Fig. 1: run 1, the metal 1 layer
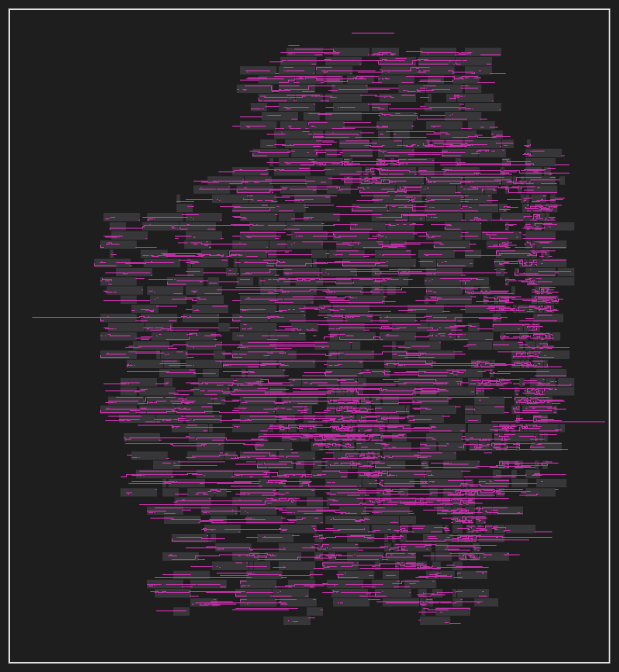
Fig. 2: run 1, metal 2
Bar = 50 um.
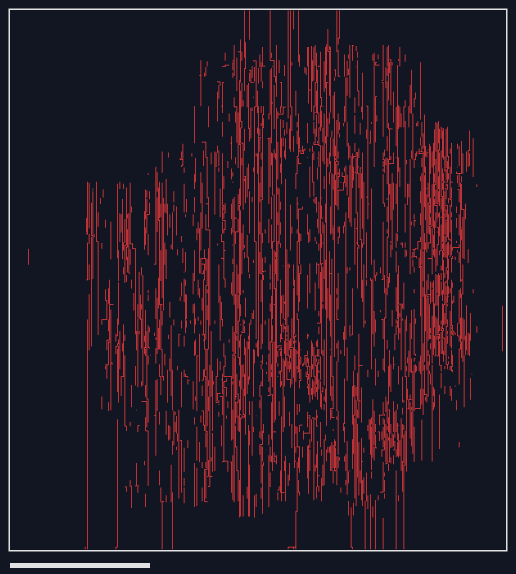
Fig. 3: run 1, M3 wires
Bar = 50 um.
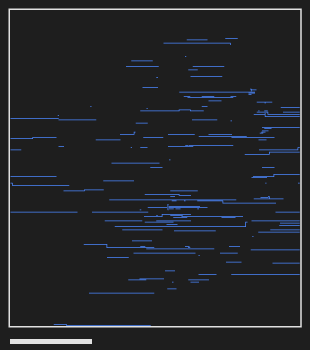
### src/rtl/life_pkg.sv
// Shared types and constants for the Life display path: grid geometry,
// plot colours, queue FSM states and the packed cell-change event record.
package life_pkg;

   localparam int GRID_W = 160;
   localparam int GRID_H = 120;
   localparam int X_W    = 8;
   localparam int Y_W    = 7;
   localparam int COL_W  = 3;

   localparam logic [X_W-1:0]   X_LAST    = 8'd159;
   localparam logic [Y_W-1:0]   Y_LAST    = 7'd119;
   localparam logic [COL_W-1:0] COL_BLACK = 3'b000;
   localparam logic [COL_W-1:0] COL_WHITE = 3'b111;

   typedef enum logic {
      ST_RUN   = 1'b0,
      ST_CLEAR = 1'b1
   } state_t;

   typedef struct packed {
      logic [X_W-1:0] x;
      logic [Y_W-1:0] y;
      logic           alive;
   } cell_evt_t;

   localparam int EVT_W = $bits(cell_evt_t);

   function automatic logic in_grid(input logic [X_W-1:0] x, input logic [Y_W-1:0] y);
      return (x <= X_LAST) && (y <= Y_LAST);
   endfunction

endpackage

### src/rtl/life_sync_fifo.sv
// Single-clock FIFO with registered storage and wrap-around pointers;
// head entry is visible combinationally on pop_data while not empty.
module life_sync_fifo #(
   parameter  int WIDTH = 16,
   parameter  int DEPTH = 16,
   localparam int AW    = $clog2(DEPTH)
) (
   input  logic             clock,
   input  logic             reset,
   input  logic             push,
   input  logic [WIDTH-1:0] push_data,
   input  logic             pop,
   output logic [WIDTH-1:0] pop_data,
   output logic             full,
   output logic             empty,
   output logic [AW:0]      count
);

   logic [WIDTH-1:0] mem [DEPTH];
   logic [AW-1:0]    wr_ptr;
   logic [AW-1:0]    rd_ptr;
   logic             do_push;
   logic             do_pop;

   assign full     = (count == (AW+1)'(DEPTH));
   assign empty    = (count == '0);
   assign do_push  = push & ~full;
   assign do_pop   = pop & ~empty;
   assign pop_data = mem[rd_ptr];

   always_ff @(posedge clock or posedge reset) begin
      if (reset) begin
         wr_ptr <= '0;
         rd_ptr <= '0;
         count  <= '0;
      end else begin
         if (do_push) wr_ptr <= wr_ptr + AW'(1);
         if (do_pop)  rd_ptr <= rd_ptr + AW'(1);
         case ({do_push, do_pop})
            2'b10:   count <= count + (AW+1)'(1);
            2'b01:   count <= count - (AW+1)'(1);
            default: count <= count;
         endcase
      end
   end

   // Storage needs no reset: pointers and count define which entries are live.
   always_ff @(posedge clock) begin
      if (do_push) mem[wr_ptr] <= push_data;
   end

endmodule

### src/rtl/life_plot_queue.sv
// Buffers Life cell-change events and drives the VGA plot port one pixel per
// clock; a clear request sweeps the whole canvas before the queue drains.
module life_plot_queue
   import life_pkg::*;
#(
   parameter int               DEPTH        = 16,
   parameter logic [COL_W-1:0] ALIVE_COLOUR = COL_WHITE,
   parameter logic [COL_W-1:0] DEAD_COLOUR  = COL_BLACK,
   localparam int              CW           = $clog2(DEPTH) + 1
) (
   input  logic             clock,
   input  logic             reset,
   input  logic             in_valid,
   output logic             in_ready,
   input  logic [X_W-1:0]   in_x,
   input  logic [Y_W-1:0]   in_y,
   input  logic             in_alive,
   input  logic             clear_req,
   output logic             clear_busy,
   output logic [X_W-1:0]   x,
   output logic [Y_W-1:0]   y,
   output logic [COL_W-1:0] colour,
   output logic             plot,
   output logic             overflow,
   output logic             range_err,
   output logic [CW-1:0]    count
);

   state_t         state_q, state_d;
   logic [X_W-1:0] cx;
   logic [Y_W-1:0] cy;
   cell_evt_t      in_evt, head;
   logic           fifo_full, fifo_empty;
   logic           in_range, push, pop, sweep_start, sweep_last;

   assign in_evt     = '{x: in_x, y: in_y, alive: in_alive};
   assign in_range   = in_grid(in_x, in_y);
   assign in_ready   = ~fifo_full;
   assign push       = in_valid & in_ready & in_range;
   assign sweep_last = (cx == X_LAST) && (cy == Y_LAST);
   assign clear_busy = (state_q == ST_CLEAR);

   life_sync_fifo #(.WIDTH(EVT_W), .DEPTH(DEPTH)) u_fifo (
      .clock     (clock),
      .reset     (reset),
      .push      (push),
      .push_data (in_evt),
      .pop       (pop),
      .pop_data  (head),
      .full      (fifo_full),
      .empty     (fifo_empty),
      .count     (count)
   );

   always_ff @(posedge clock or posedge reset) begin
      if (reset) state_q <= ST_RUN;
      else       state_q <= state_d;
   end

   // Clear request wins over a pending pop; the queue is only read in RUN.
   always_comb begin
      state_d     = state_q;
      pop         = 1'b0;
      sweep_start = 1'b0;
      case (state_q)
         ST_RUN: begin
            if (clear_req) begin
               state_d     = ST_CLEAR;
               sweep_start = 1'b1;
            end else begin
               pop = ~fifo_empty;
            end
         end
         ST_CLEAR: begin
            if (sweep_last) state_d = ST_RUN;
         end
         default: state_d = ST_RUN;
      endcase
   end

   always_ff @(posedge clock or posedge reset) begin
      if (reset) begin
         cx        <= '0;
         cy        <= '0;
         x         <= '0;
         y         <= '0;
         colour    <= '0;
         plot      <= 1'b0;
         overflow  <= 1'b0;
         range_err <= 1'b0;
      end else begin
         range_err <= in_valid & in_ready & ~in_range;
         if (in_valid & ~in_ready) overflow <= 1'b1;

         case (state_q)
            ST_RUN: begin
               if (sweep_start) begin
                  cx   <= '0;
                  cy   <= '0;
                  plot <= 1'b0;
               end else if (pop) begin
                  x      <= head.x;
                  y      <= head.y;
                  colour <= head.alive ? ALIVE_COLOUR : DEAD_COLOUR;
                  plot   <= 1'b1;
               end else begin
                  plot <= 1'b0;
               end
            end
            ST_CLEAR: begin
               x      <= cx;
               y      <= cy;
               colour <= DEAD_COLOUR;
               plot   <= 1'b1;
               // Raster advance; counters land back at the origin after the last pixel.
               if (cx == X_LAST) begin
                  cx <= '0;
                  cy <= sweep_last ? '0 : cy + Y_W'(1);
               end else begin
                  cx <= cx + X_W'(1);
               end
            end
            default: plot <= 1'b0;
         endcase
      end
   end

endmodule
### config.mk
export PLATFORM = sky130hd
export DESIGN_NAME = life_plot_queue
export DESIGN_NICKNAME = d
export VERILOG_FILES = /design/src/rtl/life_pkg.sv /design/src/rtl/life_sync_fifo.sv /design/src/rtl/life_plot_queue.sv
export SDC_FILE = /design/constraint.sdc
export NUM_CORES = 1
export LEC_CHECK = 0
export CORE_ASPECT_RATIO = 1.1
export CORE_MARGIN = 10
export CORE_UTILIZATION = 45
export CTS_BUF_LIST = sky130_fd_sc_hd__clkbuf_8
export CTS_CLUSTER_DIAMETER = 50
export DETAILED_ROUTE_END_ITERATION = 10
export DONT_BUFFER_PORTS = 1
export HOLD_SLACK_MARGIN = 0.06
export PLACE_DENSITY = 0.68
export SYNTH_ARGS = -nofsm -noshare
export SYNTH_HDL_FRONTEND = slang
export SYNTH_SLANG_ARGS = --single-unit
### constraint.sdc
create_clock -name clock -period 3.2 [get_ports clock]
set_input_delay 0.96 -clock clock [delete_from_list [all_inputs] [get_ports clock]]
set_output_delay 0.96 -clock clock [all_outputs]
set_load 0.005 [all_outputs]
==> reports/metrics.sh, run 1 <==
STATUS='complete, no violations'
WELL_TAP_COUNT=357
R2R_END='u_fifo.count[4]$_DFFE_PP0P_'
NUM_IO_PINS=48
YS_TOP_CELLS_BY_COUNT='256 x edfxtp_1, 64 x mux4_2, 53 x nand2_1'
ROW_COUNT=63
CRIT_CHAIN='nor4_4 > nand2_1'
FINAL_LAYOUT_TOP_LOGIC_CELL='edfxtp_1'
CTS.HTREE.LEVELS=2
SYNTHESIS.AREA_PER_INSTANCE_UM2=18.4
WORST-PATH-MAX-FANOUT=8
FINAL.FILL_COUNT=2116
WL_PER_CELL_UM=23.7
CLASSIFICATION_OF_THE_WORST_SLACK_HOLD_PATH='in -> async'
COMB.MULTI_INPUT.COUNT=313
CRIT_PATH_MAX_INCR_DELAY_NS=0.54
YS_AREA_UM2=12300
ROUTE.DETAILED.VIAS_PER_INST=5.66
FP.DIEW_UM=178
SETUP.WORST_PATH.START_CLASS='register'
CLK_SHARE_PCT=6.93
FP_UTIL_PCT=45.6
FINAL_PERIOD_MINUS_WORST_SETUP_SLACK_NS=2.79
TOP_LOGIC_KIND='multiplexers'
GROUTE.USAGE.OVERALL_PCT=15.3
SKEW_FINAL_NS=0.0312
MULTI_INPUT_COMB_AREA_UM2=3230
TOPCELLSBYAREA='edfxtp_1 63%, mux4_2 12%, dfrtp_1 9.8%'
GLOBALROUTEOVERFLOWTOTAL=0
POSTLAYOUTCOREUTIL_PCT=51.8
CTS-ROOT-TO-SINK-BUFFERS=3
GRT_PASS1_WL_UM=40000
WORST_SETUP_PATH_STARTPOINT='u_fifo.count[1]$_DFFE_PP0P_'
PLACED_CELLS_INCL_TAPS=1031
DRCVIOLATIONCOUNT=0
FINAL.HOLD.WORST_SLACK_NS=0.338
SYN-CELL-AREA_UM2=12300
REGTOREGSETUPSLACK_NS=0.45
SETUP_VIOLATIONS=0
TOP_LOGIC_CELLS_BY_INSTANCE_COUNT_IN_THE_LAYOUT='256 x edfxtp_1, 64 x mux4_2, 53 x nand2_1'
WORST-PATH-BUF-INV=0
SYNTH-SIMPLE-AREA-SHARE_PCT=4.68
WORST-SETUP-PATH-TYPE='reg -> out'
FLOORPLAN.DIE.HEIGHT_UM=193
BUF_SHARE_PCT=2.62
TIMING_MAX_TRANSITION_VIOLATIONS_FINAL=0
CTS_TREE='built'
CPLARGESTDELAYFAMILY='simple AND/OR/NAND/NOR gates'
YOSYSCELLCOUNT=668
DOMINANT_CELLS='registers'
WORST_EP_ARRIVAL_TIME_NS=1.83
POWER_PER_CELL_AREA_nW_PER_UM2=628
-- Fig. 1 (at the start) --
The layer holds 40% of the routed length. The wires run mostly horizontal.
Final Routed Wirelength: 26,500 um
total vias in the final route: 6,318
met1 capacity usage during global routing: 19.5%

-- Fig. 2 (at the start) --
673 nets have wire on it. The longest straight run is 123 um. The layer holds 49% of the routed length. The wires run mostly vertical.
GR met2 Demand/Resource: 24.3%

-- Fig. 3 (at the start) --
80 nets have wire on it. The longest straight run is 80.0 um. The layer holds 8.1% of the routed length.
met3 Use GR: 4.19%

==> run 1: power breakdown <==
part	total (mW)	leakage, nW	switching [mW]	internal (mW)
Combinational	0.699	1.22	0.418	0.281
Sequential	4.79	2.87	0.237	4.55
Clock	3.28	0.548	1.46	1.82
Total	8.77	4.64	2.11	6.66
==> run 1: state kept, by name (all words and copies together) (netlist names), 4 cells and up <==
name,flops
u_fifo.mem,256
cx,8
x,8
cy,7
y,7
u_fifo.count,5
u_fifo.rd_ptr,4
u_fifo.wr_ptr,4
==> run 1: routing by layer <==
metal / global-route usage (%) / share of wire (%) / vias to the layer above
li1: - / - / 2758
met1: 19.5 / 40 / 3277
met2: 24.3 / 49 / 230
met3: 4.19 / 8.1 / 53
met4: 5.76 / 2.9 / 0
met5: 0 / 0 / -
==> inputs of run 2 (changes only) <==
--- a/config.mk
+++ b/config.mk
@@ -5,6 +5,7 @@
 export SDC_FILE = /design/constraint.sdc
 export NUM_CORES = 1
 export LEC_CHECK = 0
+export CAP_MARGIN = 0
 export CORE_ASPECT_RATIO = 1.1
 export CORE_MARGIN = 10
 export CORE_UTILIZATION = 45
Fig. 4: run 2, metal 2
Bar = 50 um.
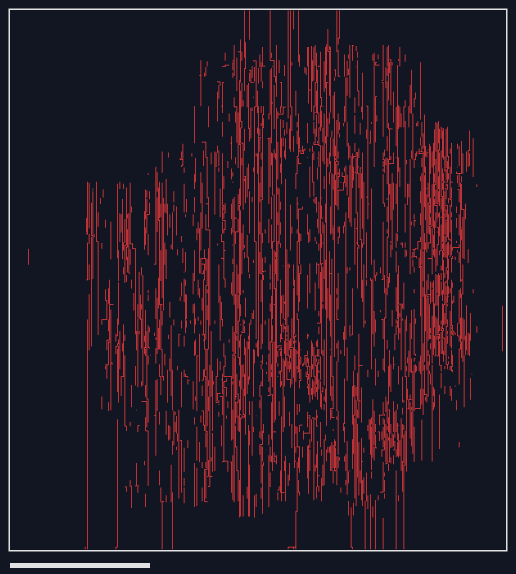
673 nets have wire on it. The wires run mostly vertical. The layer holds 49% of the routed length. The layer carries 13,100 um of wire. The longest straight run is 123 um.

Fig. 5: run 2, metal 4
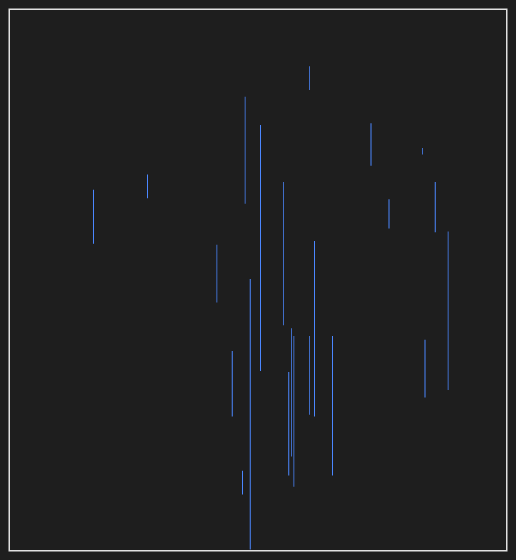
The layer carries 758 um of wire. The layer holds 2.9% of the routed length. The wires run mostly vertical. The longest straight run is 96.6 um. 14 nets have wire on it.

Fig. 6: run 2, M3 wires
Bar = 50 um.
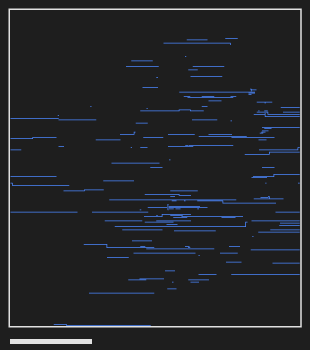
The layer holds 8.1% of the routed length. The longest straight run is 80.0 um. 80 nets have wire on it.

==> reports/metrics.sh, run 2 <==
STATUS='complete, no violations'
MET1WIRELENGTH_UM=10500  # unchanged
FINAL_PERIOD_MINUS_WORST_SETUP_SLACK_NS=2.79  # unchanged
ROUTE.DETAILED.VIAS_PER_INST=5.66  # unchanged
MET3_WIRELENGTH_UM=2140  # unchanged
SKEW_FINAL_NS=0.0312  # unchanged
GROUTE.USAGE.OVERALL_PCT=15.3  # unchanged
CRIT_PATH_MAX_INCR_DELAY_NS=0.54  # about the same
SEQ_CELL_POWER_mW=4.79  # about the same
SETUP_VIOLATIONS=0  # unchanged
SETUP.WORST_PATH.START_CLASS='register'
TOP_USAGE_LAYER='met2'
YS_AREA_UM2=12300  # unchanged
SWITCHINGPOWER_mW=2.11  # unchanged
GRTUSAGEMET2_PCT=24.3  # unchanged
TOPCELLSBYAREA='edfxtp_1 63%, mux4_2 12%, dfrtp_1 9.8%'
WL_PER_CELL_UM=23.7  # unchanged
CTS.HTREE.LEVELS=2  # unchanged
WORST-SETUP-PATH-TYPE='reg -> out'
HIGHEST-SIGNAL-LAYER='met4'
FINAL_LAYOUT_TOP_LOGIC_CELL='edfxtp_1'
FP_UTIL_PCT=45.6  # unchanged
POWER_PER_CELL_AREA_nW_PER_UM2=628  # unchanged
LARGEST_REGISTERS='u_fifo.mem: 256 flops, cx: 8 flops, x: 8 flops'
NUM_IO_PINS=48  # unchanged
POWER_COMBINATIONAL_uW=699  # about the same
POWERCLK_mW=3.28  # about the same
WORST-PATH-MAX-FANOUT=8  # unchanged
TIMING_MAX_TRANSITION_VIOLATIONS_FINAL=0  # unchanged
SYNTHESIS.AREA_PER_INSTANCE_UM2=18.4  # unchanged
TOP_LOGIC_KIND='multiplexers'
CLASSIFICATION_OF_THE_WORST_SLACK_HOLD_PATH='in -> async'
POWER_SHARE_OF_THE_SEQUENTIAL_GROUP_PCT=54.6  # about the same
WORST_SETUP_PATH_STARTPOINT='u_fifo.count[1]$_DFFE_PP0P_'
WORST_EP_ARRIVAL_TIME_NS=1.83  # about the same
REGTOREGSETUPSLACK_NS=0.45  # about the same
YS_TOP_CELLS_BY_COUNT='256 x edfxtp_1, 64 x mux4_2, 53 x nand2_1'
R2R_END='u_fifo.count[4]$_DFFE_PP0P_'
MET1_USAGE_PCT=19.5  # unchanged
POWER_TOP_CONSUMER='sequential cells'
LARGEST-REGISTER='u_fifo.mem'
FLOORPLAN.DIE.HEIGHT_UM=193  # unchanged
CTS-ROOT-TO-SINK-BUFFERS=3  # unchanged
TOP_LOGIC_CELLS_BY_INSTANCE_COUNT_IN_THE_LAYOUT='256 x edfxtp_1, 64 x mux4_2, 53 x nand2_1'
SYN-CELL-AREA_UM2=12300  # unchanged
==> run 2: cell counts after synthesis <==
No cell type changed its count.
==> run 2: cell type report <==
type                    count  area, um^2
inverters                  15        56.3
clock buffers              52         716
flip-flops and latches    304        8890
multi-input cells         313        3230
well taps                 357         447
clock inverters            33         251
fillers                  2116       13000
repair buffers             42         365
==> run 2: per-stage QoR <==
stage	setup slack, ns	TNS, ns	instances	util [%]
global placement	0.256	0	1031	48.2
detailed placement	0.185	0	1031	48.2
global route	0.269	0	1116	51.8
CTS	0.358	0	1116	51.8
finish	0.412	0	1116	51.8
floorplan	-0.182	-17.37	668	-
==> run 2: worst max-delay path: cells and delay by family (launching register included) <==
| family | cells | cell delay (ns) |
|---|---|---|
| flops | 1 | 0.52 |
| simple gates | 2 | 0.77 |
Fig. 7: run 2, clock routing
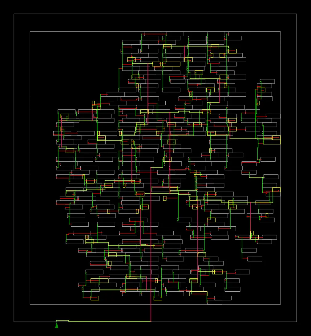

==> inputs of run 3 (changes only) <==
--- a/config.mk
+++ b/config.mk
@@ -14,7 +14,7 @@
 export DETAILED_ROUTE_END_ITERATION = 10
 export DONT_BUFFER_PORTS = 1
 export HOLD_SLACK_MARGIN = 0.06
-export PLACE_DENSITY = 0.68
+export PLACE_DENSITY = 0.66
 export SYNTH_ARGS = -nofsm -noshare
 export SYNTH_HDL_FRONTEND = slang
 export SYNTH_SLANG_ARGS = --single-unit
==> constraint.sdc (replaced) <==
create_clock -name clock -period 3.45 [get_ports clock]
set_input_delay 1.035 -clock clock [delete_from_list [all_inputs] [get_ports clock]]
set_output_delay 1.035 -clock clock [all_outputs]
set_load 0.005 [all_outputs]
Fig. 8: run 3, clock routing
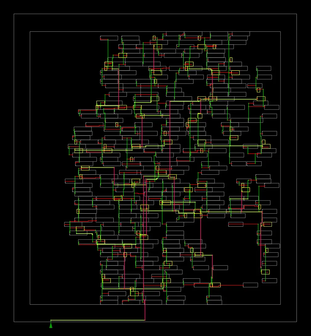
Clock group: 2.60 mW
tally of clock buffers in the finished layout: 47
Num CTS Buffers: 46
clock network latency to the later pin of the worst-skew pair: 0.55 ns
skew final: 0.0202 ns

Fig. 9: run 3, metal 4
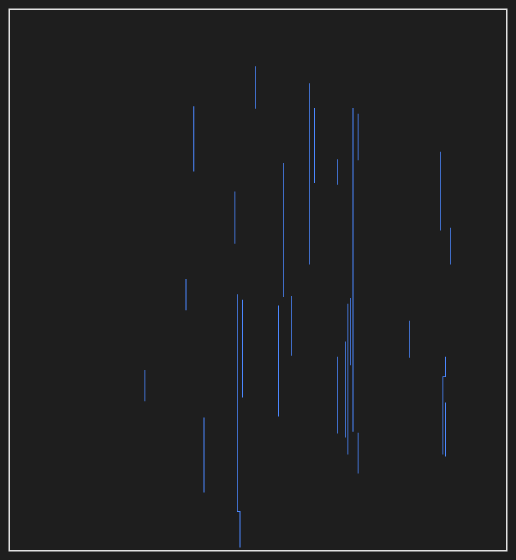
The wires run mostly vertical. The longest straight run is 116 um. The layer holds 3.2% of the routed length.
Final Routed Wirelength: 26,400 um
total vias in the final route: 6,267

Fig. 10: run 3, the metal 1 layer
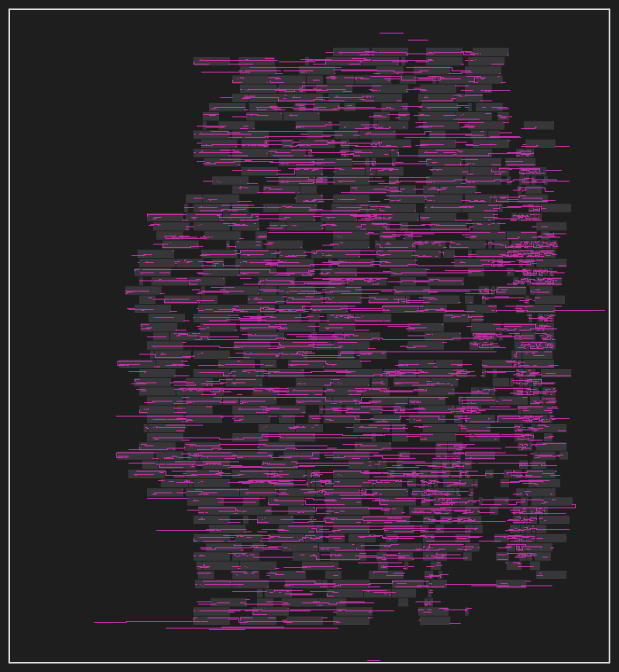
The longest straight run is 51.1 um. The layer carries 10,000 um of wire. The layer holds 38% of the routed length. The wires run mostly horizontal.
met1 capacity usage during global routing: 19.7%

==> reports/metrics.sh, run 3 <==
STATUS='complete, no violations'
FP_UTIL_PCT=45.6  # unchanged
SYN-CELL-AREA_UM2=12300  # unchanged
POWER_TOP_CONSUMER='sequential cells'
GROUTE.USAGE.OVERALL_PCT=15.7  # +0.43 points
POWER_COMBINATIONAL_uW=605  # -13%
LARGEST_REGISTERS='u_fifo.mem: 256 flops, cx: 8 flops, x: 8 flops'
INVERTER_TALLY_OF_THE_FINAL_LAYOUT_EXCLUDING_THE_CLOCK_NETWORK=15  # unchanged
WORST-PATH-BUF-INV=0  # unchanged
TIMING_MAX_TRANSITION_VIOLATIONS_FINAL=0  # unchanged
NFLOPSANDLATCHES=304  # unchanged
CELLINTERNALPOWER_mW=5.73
SEQUENTIAL_SHARE_OF_CELL_AREA_PCT=65.3  # +1.5 points
TOPCELLSBYAREA='edfxtp_1 63%, mux4_2 12%, dfrtp_1 9.8%'
WORST-SETUP-PATH-TYPE='reg -> out'
GRT_PASS1_WL_UM=41100
FLOORPLAN.DIE.HEIGHT_UM=193  # unchanged
CTS.HTREE.LEVELS=2  # unchanged
DPL_WORST_SLACK_NS=0.301  # +0.116 ns
WL_PER_CELL_UM=24.0  # +1.1%
YOSYSTOPAREACELLSHARE_PCT=62.5
SEQ_AREA_UM2=8890  # unchanged
CLK_SHARE_PCT=5.97  # -0.96 points
SETUP_VIOLATIONS=0  # unchanged
COMB.MULTI_INPUT.COUNT=313  # unchanged
WORST-PATH-MAX-FANOUT=8  # unchanged
CLASSIFICATION_OF_THE_WORST_SLACK_HOLD_PATH='in -> async'
DETAILEDPLACEMENTHPWL_UM=16200
BUFFERS_EXCL_CLOCK=27  # -36%
TOP_LOGIC_CELLS_BY_INSTANCE_COUNT_IN_THE_LAYOUT='256 x edfxtp_1, 64 x mux4_2, 53 x nand2_1'
NUM_IO_PINS=48  # unchanged
FP.DIEAREA_UM2=34300
CLKPWRFRAC_PCT=34.1
REGTOREGSETUPSLACK_NS=0.66  # +0.21 ns
POWER_PER_CELL_AREA_nW_PER_UM2=559  # -11%
ROW_COUNT=63
YS_TOP_CELLS_BY_COUNT='256 x edfxtp_1, 64 x mux4_2, 53 x nand2_1'
SYNTHESIS.AREA_PER_INSTANCE_UM2=18.4  # unchanged
COMB_AREA_SHARE_PCT=23.4  # +0.30 points
PLACED_CELLS_INCL_TAPS=1016  # -1.5%
CTS-ROOT-TO-SINK-BUFFERS=3  # unchanged
POWER_SHARE_OF_THE_SEQUENTIAL_GROUP_PCT=58.0  # +3.4 points
SYN_TO_FINAL_GROWTH_PCT=10.9
R2R_END='u_fifo.count[4]$_DFFE_PP0P_'
MULTI_INPUT_COMB_AREA_UM2=3190  # -1.1%
WORST-PATH-STAGES=2  # unchanged
WORST_SLEW_PIN_SLEW_NS=0.729
YS_AREA_UM2=12300  # unchanged
WORST_EP_ARRIVAL_TIME_NS=1.85  # +0.02 ns
CLKSINKCOUNT=304
SETUP.WORST_PATH.START_CLASS='register'
ROUTE.DETAILED.VIAS_PER_INST=5.69  # +0.54%
SETUP_SLACK_NS=0.561  # +0.148 ns
DOMINANT_CELLS='registers'
FINAL_PERIOD_MINUS_WORST_SETUP_SLACK_NS=2.89
LARGEST-REGISTER='u_fifo.mem'
CRIT_PATH_MAX_INCR_DELAY_NS=0.58  # +0.04 ns
BUF_SHARE_PCT=1.67  # -0.95 points
SHARE_COMB_OF_TOTAL_POWER_PCT=7.9
SEQ_CELL_POWER_mW=4.42  # -7.7%
CPLARGESTDELAYFAMILY='simple AND/OR/NAND/NOR gates'
WELL_TAP_COUNT=357  # unchanged
FINAL_LAYOUT_TOP_LOGIC_CELL='edfxtp_1'
FINALSETUPTNS_NS=0  # unchanged
POSTLAYOUTCOREUTIL_PCT=50.6  # -1.2 points
WORST_SETUP_PATH_STARTPOINT='u_fifo.count[1]$_DFFE_PP0P_'
LAYOUT.CELLS.NON_FILLER=1101  # -1.3%
SWITCHINGPOWER_mW=1.89  # -10%
FINAL.FILL_COUNT=2159  # +2.0%
## run 3: cell types whose count changed in the layout (fill, tap and decap cells not counted), sizes merged
cell,previous run,this run
buf,42,27
clkinvlp,2,1
bufinv,4,0
inv,33,29
clkinv,9,23
clkbuf,52,47
## run 3: logic make-up (layout without fill, tap and decap cells)
logic type               count (synthesis)  count (layout)  synth area share, %
buffers and inverters                   51             127                 2.26
AND-OR/OR-AND                           71              71                 4.26
flip-flops                             304             304                 72.3
XOR/XNOR                                18              18                 1.28
adder cells (fa/ha/maj)                 10              10                 1.02
multiplexers                            94              94                 14.2
AND/OR/NAND/NOR                        120             120                 4.68
## run 3: routing by layer
layer  wire [um]  up-vias  track usage (%)
met3        2420       58             4.13
met1       10000     3224             19.7
met5           0        -                0
met4         832        0             6.49
met2       13100      257             25.3
li1            -     2728                -
Power is estimated from default activity; no workload was simulated.
